**config.mk**
```make
export PLATFORM = sky130hd
export DESIGN_NAME = clk_div_multi_flat
export DESIGN_NICKNAME = d
export VERILOG_FILES = /design/src/rtl/clk_div_pkg.sv /design/src/rtl/clk_div_multi_if.sv /design/src/rtl/clk_div_ch.sv /design/src/rtl/clk_div_multi.sv /design/src/flat_wrapper.sv
export SDC_FILE = /design/constraint.sdc
export NUM_CORES = 1
export LEC_CHECK = 0
export CORE_ASPECT_RATIO = 1.25
export CORE_MARGIN = 2
export CORE_UTILIZATION = 25
export CTS_CLUSTER_DIAMETER = 150
export DETAILED_ROUTE_END_ITERATION = 16
export PLACE_DENSITY_LB_ADDON = 0.15
export SYNTH_ARGS = -nofsm -noshare
export SYNTH_HDL_FRONTEND = slang
export SYNTH_SLANG_ARGS = --single-unit
```
**constraint.sdc**
```tcl
create_clock -name clk50 -period 4.32 [get_ports clk50]
set_input_delay 0.432 -clock clk50 [delete_from_list [all_inputs] [get_ports clk50]]
set_output_delay 0.432 -clock clk50 [all_outputs]
set_load 0.03 [all_outputs]
```
**src/rtl/clk_div_pkg.sv**
```systemverilog
// Shared constants and helpers for the multi-channel clock divider.
package clk_div_pkg;
  localparam int CLK50_HZ  = 50_000_000;
  localparam int DEF_DIV_W = 26;
  localparam int HALF_1HZ  = 25_000_000;
  localparam int HALF_1KHZ = 25_000;

  function automatic int ch_idx_w(input int num_ch);
    return (num_ch > 1) ? $clog2(num_ch) : 1;
  endfunction
endpackage

```
**src/rtl/clk_div_multi_if.sv**
```systemverilog
// Config handshake bundle: one valid/ready transfer queues a new half-period for one channel.
interface clk_div_multi_if
  import clk_div_pkg::*;
#(
  parameter int NUM_CH = 2,
  parameter int DIV_W  = DEF_DIV_W
) ();
  localparam int CH_W = ch_idx_w(NUM_CH);

  logic             cfg_valid;
  logic             cfg_ready;
  logic [CH_W-1:0]  cfg_ch;
  logic [DIV_W-1:0] cfg_half;

  modport master (output cfg_valid, output cfg_ch, output cfg_half, input cfg_ready);
  modport slave  (input cfg_valid, input cfg_ch, input cfg_half, output cfg_ready);
endinterface

```
**src/rtl/clk_div_ch.sv**
```systemverilog
// One divider channel: counter, half-period, pending reload and registered clk_out/tick.
// CLKDIV_TICK_COUNT_EN adds a 16-bit wrapping tick counter output.
module clk_div_ch
  import clk_div_pkg::*;
#(
  parameter int DIV_W        = DEF_DIV_W,
  parameter int DEFAULT_HALF = HALF_1HZ
) (
  input  logic             clk50,
  input  logic             reset_n,
  input  logic             en,
  input  logic             ld_req,
  input  logic [DIV_W-1:0] ld_half,
  output logic             pending,
  output logic             clk_out,
  output logic             tick
`ifdef CLKDIV_TICK_COUNT_EN
  ,
  output logic [15:0]      tick_cnt
`endif
);
  logic [DIV_W-1:0] cnt;
  logic [DIV_W-1:0] half;
  logic [DIV_W-1:0] pend_val;
  logic             active;
  logic             wrap;
  logic             apply;

  assign active = en && (half != '0);
  assign wrap   = active && (cnt == half - DIV_W'(1));
  // A reload lands only where a low phase starts anyway, so no runt pulse.
  assign apply  = pending && (!active || (wrap && clk_out));

  always_ff @(posedge clk50 or negedge reset_n) begin
    if (!reset_n) begin
      cnt      <= '0;
      half     <= DIV_W'(DEFAULT_HALF);
      pend_val <= '0;
      pending  <= 1'b0;
      clk_out  <= 1'b0;
      tick     <= 1'b0;
    end else begin
      tick <= wrap && !clk_out;
      if (!active) begin
        cnt     <= '0;
        clk_out <= 1'b0;
      end else if (wrap) begin
        cnt     <= '0;
        clk_out <= !clk_out;
      end else begin
        cnt <= cnt + DIV_W'(1);
      end
      if (apply) begin
        half    <= pend_val;
        pending <= 1'b0;
      end else if (ld_req && !pending) begin
        pend_val <= ld_half;
        pending  <= 1'b1;
      end
    end
  end

`ifdef CLKDIV_TICK_COUNT_EN
  always_ff @(posedge clk50 or negedge reset_n) begin
    if (!reset_n) begin
      tick_cnt <= '0;
    end else if (apply) begin
      tick_cnt <= '0;
    end else if (tick) begin
      tick_cnt <= tick_cnt + 16'd1;
    end
  end
`endif
endmodule

```
**src/rtl/clk_div_multi.sv**
```systemverilog
// Multi-channel 50%-duty clock divider with runtime half-period reload per channel.
// CLKDIV_TICK_COUNT_EN adds the per-channel tick_cnt output.
module clk_div_multi
  import clk_div_pkg::*;
#(
  parameter int NUM_CH       = 2,
  parameter int DIV_W        = DEF_DIV_W,
  parameter int DEFAULT_HALF = HALF_1HZ
) (
  input  logic              clk50,
  input  logic              reset_n,
  input  logic [NUM_CH-1:0] en,
  clk_div_multi_if.slave    cfg,
  output logic [NUM_CH-1:0] clk_out,
  output logic [NUM_CH-1:0] tick
`ifdef CLKDIV_TICK_COUNT_EN
  ,
  output logic [NUM_CH*16-1:0] tick_cnt
`endif
);
  localparam int CH_W = ch_idx_w(NUM_CH);

  logic [NUM_CH-1:0] pending;

  // Out-of-range channel numbers match nothing: ready stays high and nothing loads.
  always_comb begin
    cfg.cfg_ready = 1'b1;
    for (int i = 0; i < NUM_CH; i++) begin
      if (cfg.cfg_ch == CH_W'(i)) cfg.cfg_ready = !pending[i];
    end
  end

  for (genvar g = 0; g < NUM_CH; g++) begin : g_ch
    clk_div_ch #(
      .DIV_W        (DIV_W),
      .DEFAULT_HALF (DEFAULT_HALF)
    ) u_ch (
      .clk50    (clk50),
      .reset_n  (reset_n),
      .en       (en[g]),
      .ld_req   (cfg.cfg_valid && (cfg.cfg_ch == CH_W'(g))),
      .ld_half  (cfg.cfg_half),
      .pending  (pending[g]),
      .clk_out  (clk_out[g]),
      .tick     (tick[g])
`ifdef CLKDIV_TICK_COUNT_EN
      ,
      .tick_cnt (tick_cnt[g*16 +: 16])
`endif
    );
  end
endmodule
```
**src/flat_wrapper.sv**
```systemverilog
// flat-port wrapper written by rule: the top's interface ports become plain ports
module clk_div_multi_flat import clk_div_pkg::*;
#(
  parameter int NUM_CH       = 2,
  parameter int DIV_W        = DEF_DIV_W,
  parameter int DEFAULT_HALF = HALF_1HZ
)
  (clk50, reset_n, en, clk_out, tick, cfg_cfg_valid, cfg_cfg_ch, cfg_cfg_half, cfg_cfg_ready);
  clk_div_multi_if #(.NUM_CH(NUM_CH), .DIV_W(DIV_W)) cfg_i ();
  input  logic clk50;
  input  logic reset_n;
  input  logic [NUM_CH-1:0] en;
  output logic [NUM_CH-1:0] clk_out;
  output logic [NUM_CH-1:0] tick;
  input wire logic [$bits(cfg_i.cfg_valid)-1:0] cfg_cfg_valid;
  input wire logic [$bits(cfg_i.cfg_ch)-1:0] cfg_cfg_ch;
  input wire logic [$bits(cfg_i.cfg_half)-1:0] cfg_cfg_half;
  output wire logic [$bits(cfg_i.cfg_ready)-1:0] cfg_cfg_ready;
  assign cfg_i.cfg_valid = cfg_cfg_valid;
  assign cfg_i.cfg_ch = cfg_cfg_ch;
  assign cfg_i.cfg_half = cfg_cfg_half;
  assign cfg_cfg_ready = cfg_i.cfg_ready;
  clk_div_multi #(.NUM_CH(NUM_CH), .DIV_W(DIV_W), .DEFAULT_HALF(DEFAULT_HALF)) u_core (.clk50(clk50), .reset_n(reset_n), .en(en), .cfg(cfg_i), .clk_out(clk_out), .tick(tick));
endmodule
```
==> notes.md, run 1 <==
run results: cell count after placement between 1000 and 1500, RSZ-0062 raised after global routing false, total setup buffers inserted after CTS 0, most instantiated logic cell after routing dfrtp_1, Final setup viols 0, xor+xnor area frac 0.109, CTS resizes 0, metal3 WL 610 µm, maximum buffer depth of the clock tree 2, final hold viol count 0, Worst IR Drop VDD approximately 0.29 mV, Post-Synth AOI/OAI Area 0.0575, Yosys cell types 73, flip-flops with a built-in enable 0, Leak Pwr between 4 and 5 nW, # nets final 871, FMAX ~280 MHz, Die Span X between 150 and 200 µm, Reg2Reg Depth 11, buffer share of cell area 0.0424, Post-Syn Nets ~850, Basic Gates by Area 0.192, Signal buffers 45, Cells after Synth just over 800, Fillers about 3700, Pins Over Slew Limit 0, Initial Util 0.254, Slew @ Worst Pin ~850 ps, CTS HTree Levels 4, pre-CTS WS ~660 ps, initial antenna violation count 0, total of clock buffers placed in the layout 22, asr flop ratio synth 1.00, met2 Use GR 0.224, largest net degree at the start of global routing 90, critical path startpoint category flop, met2 wire length roughly 12 mm, reg2reg end u_core.g_ch[1].u_ch.half[8], core area about 35000 µm², tool warnings 28, met1 usage 0.150, final setup TNS 0 ps, top layer in use met4, final period demand of the worst path around 3600 ps, CP startpoint u_core.g_ch[1].u_ch.half[0], Multi-input comb cells between 500 and 600, status finished, final reports clean, DRC violations left 0, Non-CTS inverters 13, Total Power between 5 and 6 mW, Die Y 216 µm, Yosys chip area 9010 µm², Seq/total area 0.392, first drt pass iteration count 4, Gate Area around 4600 µm², vias in the first global route 6248, Hold Path Class in -> async, layout cells sized above 1 0.228, GPL Wtd Cong about 0.81, worst endpoint required time 4640 ps, Seq cells post-synth about 160, Antenna diodes 0, Vias/cell ~4.6, Comb/total area 0.445, cell type with the largest total area dfrtp_1, Most common reg cell dfrtp_1, crit path DAT between 3000 and 4000 ps, final core utilization 0.294
run 1: state kept, by name, indices dropped and copies added (netlist names):
register,count
u_core.g_ch.u_ch.tick,2
u_core.g_ch.u_ch.half,52
u_core.g_ch.u_ch.clk_out,2
u_core.g_ch.u_ch.pend_val,52
u_core.g_ch.u_ch.pending,2
u_core.g_ch.u_ch.cnt,52
run 1: critical path, cell delays in order, from the launching register on:
cell and delay [ps]:
dfrtp_1 460, inv_1 110, ha_1 280, or3b_4 500, o31a_1 260, o21ai_0 160
a21boi_0 180, o2111ai_1 320, and4bb_1 290, o21ai_4 130, buf_4 420, mux2_2 390
run 1: power by group:
part           leakage, nW  switching, mW  total [mW]  internal, mW
Sequential            2.00          0.573        2.51          1.94
Combinational         1.87          0.695        1.53         0.831
Clock                0.290          0.632        1.61         0.982
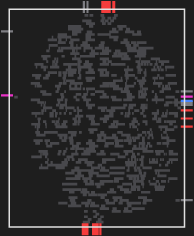
Run 1: I/O pins on the die edge
Scale: 1 px per µm. Pins as bars across the die edge, other pins in grey.
`cfg_cfg_half`: in red, pins 26, direction input, edge 13 bottom, 10 top, 3 right. `cfg_cfg_ready`: in blue, pins 1, direction output, edge right. `en`: in magenta, pins 2, direction input, edge 1 left, 1 right.

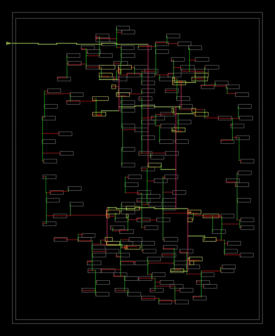
Run 1: clock routing
Max Clock Skew: 9.29 ps
clk_lat worst skew: 440 ps

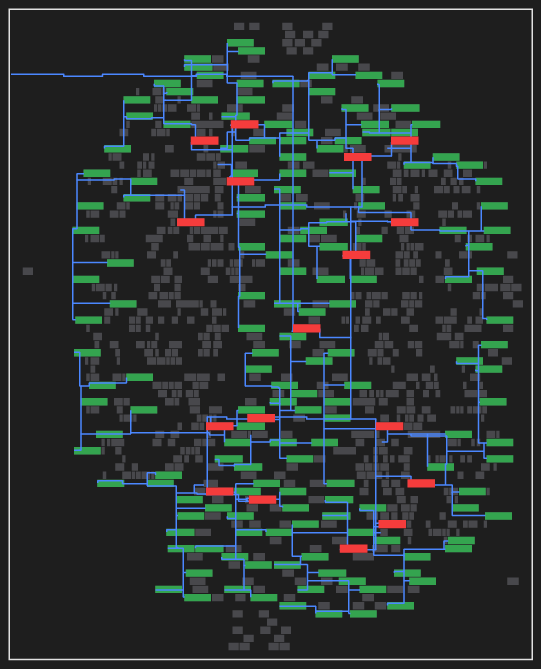
Run 1: clock wires, drivers and flops
Scale: 3 px per µm.
clock wires: in blue, length 2490 µm. cells driving clock nets: in red, count 17. flip-flops: in green, count 162.
Position of the flops: spread over the die. There are 18 routed clock nets.

==> run 2, diff against run 1 <==
==> constraint.sdc (replaced) <==
create_clock -name clk50 -period 3.2 [get_ports clk50]
set_input_delay 0.32 -clock clk50 [delete_from_list [all_inputs] [get_ports clk50]]
set_output_delay 0.32 -clock clk50 [all_outputs]
set_load 0.03 [all_outputs]
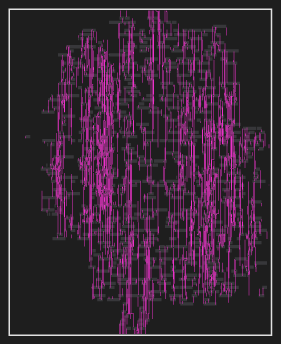
Run 2: metal 2
Scale: 1.5 px per µm.
The layer holds 53% of the routed length. The longest straight run is 113 µm. 811 nets have wire on it.

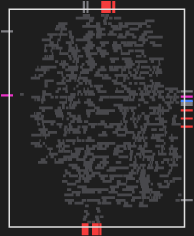
Run 2: I/O pins on the die edge
Scale: 1 px per µm. Pins as bars across the die edge, other pins in grey.
`cfg_cfg_ready`: in blue, pins 1, direction output, edge right. `cfg_cfg_half`: in red, pins 26, direction input, edge 13 bottom, 10 top, 3 right. `en`: in magenta, pins 2, direction input, edge 1 left, 1 right.
All pins by edge: 13 bottom, 12 top, 10 right, 2 left.

==> notes.md, run 2 <==
run results: critical path startpoint category flop, Pint ~5.5 mW, Basic Gates by Area 0.192, Yosys cell types around 73, Fillers 3719, Port Buf Inserts 36, Die Span X between 150 and 200 µm, max_slew headroom 0.620, cell type with the largest total area dfrtp_1, vias in the first global route between 6000 and 7000, Worst Path Buf+Inv 2, CTS resizes 0, critical-path cell list buf_4, or4_4, nor2_2, o211ai_1, a211o_1, or4_1, or4b_4, nand3_4, buf_12, nor2_1, Initial Util 0.254, Worst path top cell family by delay simple AND/OR/NAND/NOR gates, CTS HTree Levels 4, Pwr per Cell Area between 700 and 800 nW/µm², xor+xnor area frac 0.109, Sw Share 0.330, Final setup viols 0, Cells after Synth 810, CP startpoint u_core.g_ch[1].u_ch.half[4], first drt pass iteration count 6, total setup buffers inserted after CTS 0, Gate Area 4760 µm², maximum buffer depth of the clock tree 2, Seq/total area 0.366, initial antenna violation count 0, Non-CTS inverters 13, Vias/cell between 4 and 5, worst endpoint required time 3520 ps, Clk power between 2 and 2.5 mW, slowest stage cell, crit path or4_4, Gate power share 0.338, Worst IR Drop VDD 0.422 mV, Biggest consumer registers, most instantiated logic cell after routing dfrtp_1, Slew @ Worst Pin between 500 and 600 ps, flip-flops with a built-in enable 0, Antenna diodes 0, seq pwr roughly 3.2 mW, status finished, final reports clean, Hold Path Class in -> async, tool warnings 28, Seq cells post-synth ~160, Post-Synth AOI/OAI Area 0.0575, Leak Pwr roughly 4.5 nW, final core utilization 0.315, core area ~35000 µm², Seq pwr share 0.390, Post-Syn Nets approximately 850, Max Clock Skew 13.3 ps, final hold viol count 0, DRC violations left 0, Multi-input comb cells 594, slowest cell delay on critical path roughly 570 ps, buffer share of cell area 0.0954, Switching Power between 2 and 3 mW, final period demand of the worst path roughly 3100 ps, Total Power between 8 and 9 mW, Yosys chip area roughly 9000 µm², crit path DAT approximately 3400 ps, cell count after placement approximately 1300, layout cells sized above 1 0.304, clk_lat worst skew 430 ps, final setup TNS 0 ps, Comb/total area 0.425, Most common reg cell dfrtp_1, FMAX ~320 MHz, clock power share 0.272
[run 2: final timing paths]
| kind | endpoint | slack (ps) | cells after the start |
|---|---|---|---|
| min in group clk50 | u_core.g_ch[1].u_ch.half[17] | 500 | 1 |
| max in group asynchronous | u_core.g_ch[0].u_ch.half[13] | 1910 | 3 |
| max reg2reg | u_core.g_ch[1].u_ch.cnt[6] | 80 | 10 |
| max | u_core.g_ch[1].u_ch.cnt[6] | 80 | 10 |
| min | u_core.g_ch[1].u_ch.half[7] | 410 | 2 |
| min reg2reg | u_core.g_ch[1].u_ch.half[17] | 500 | 1 |
[run 2: per-layer routing]
layer / GRT usage / wire, µm / vias to the layer above
met5: 0 / 0 / -
met2: 0.238 / 12800 / 66
met3: 0.0221 / 433 / 27
met1: 0.154 / 10300 / 3164
met4: 0.0510 / 490 / 0
li1: - / - / 3076
No activity file was given, so power comes from the tool's default toggle rates.
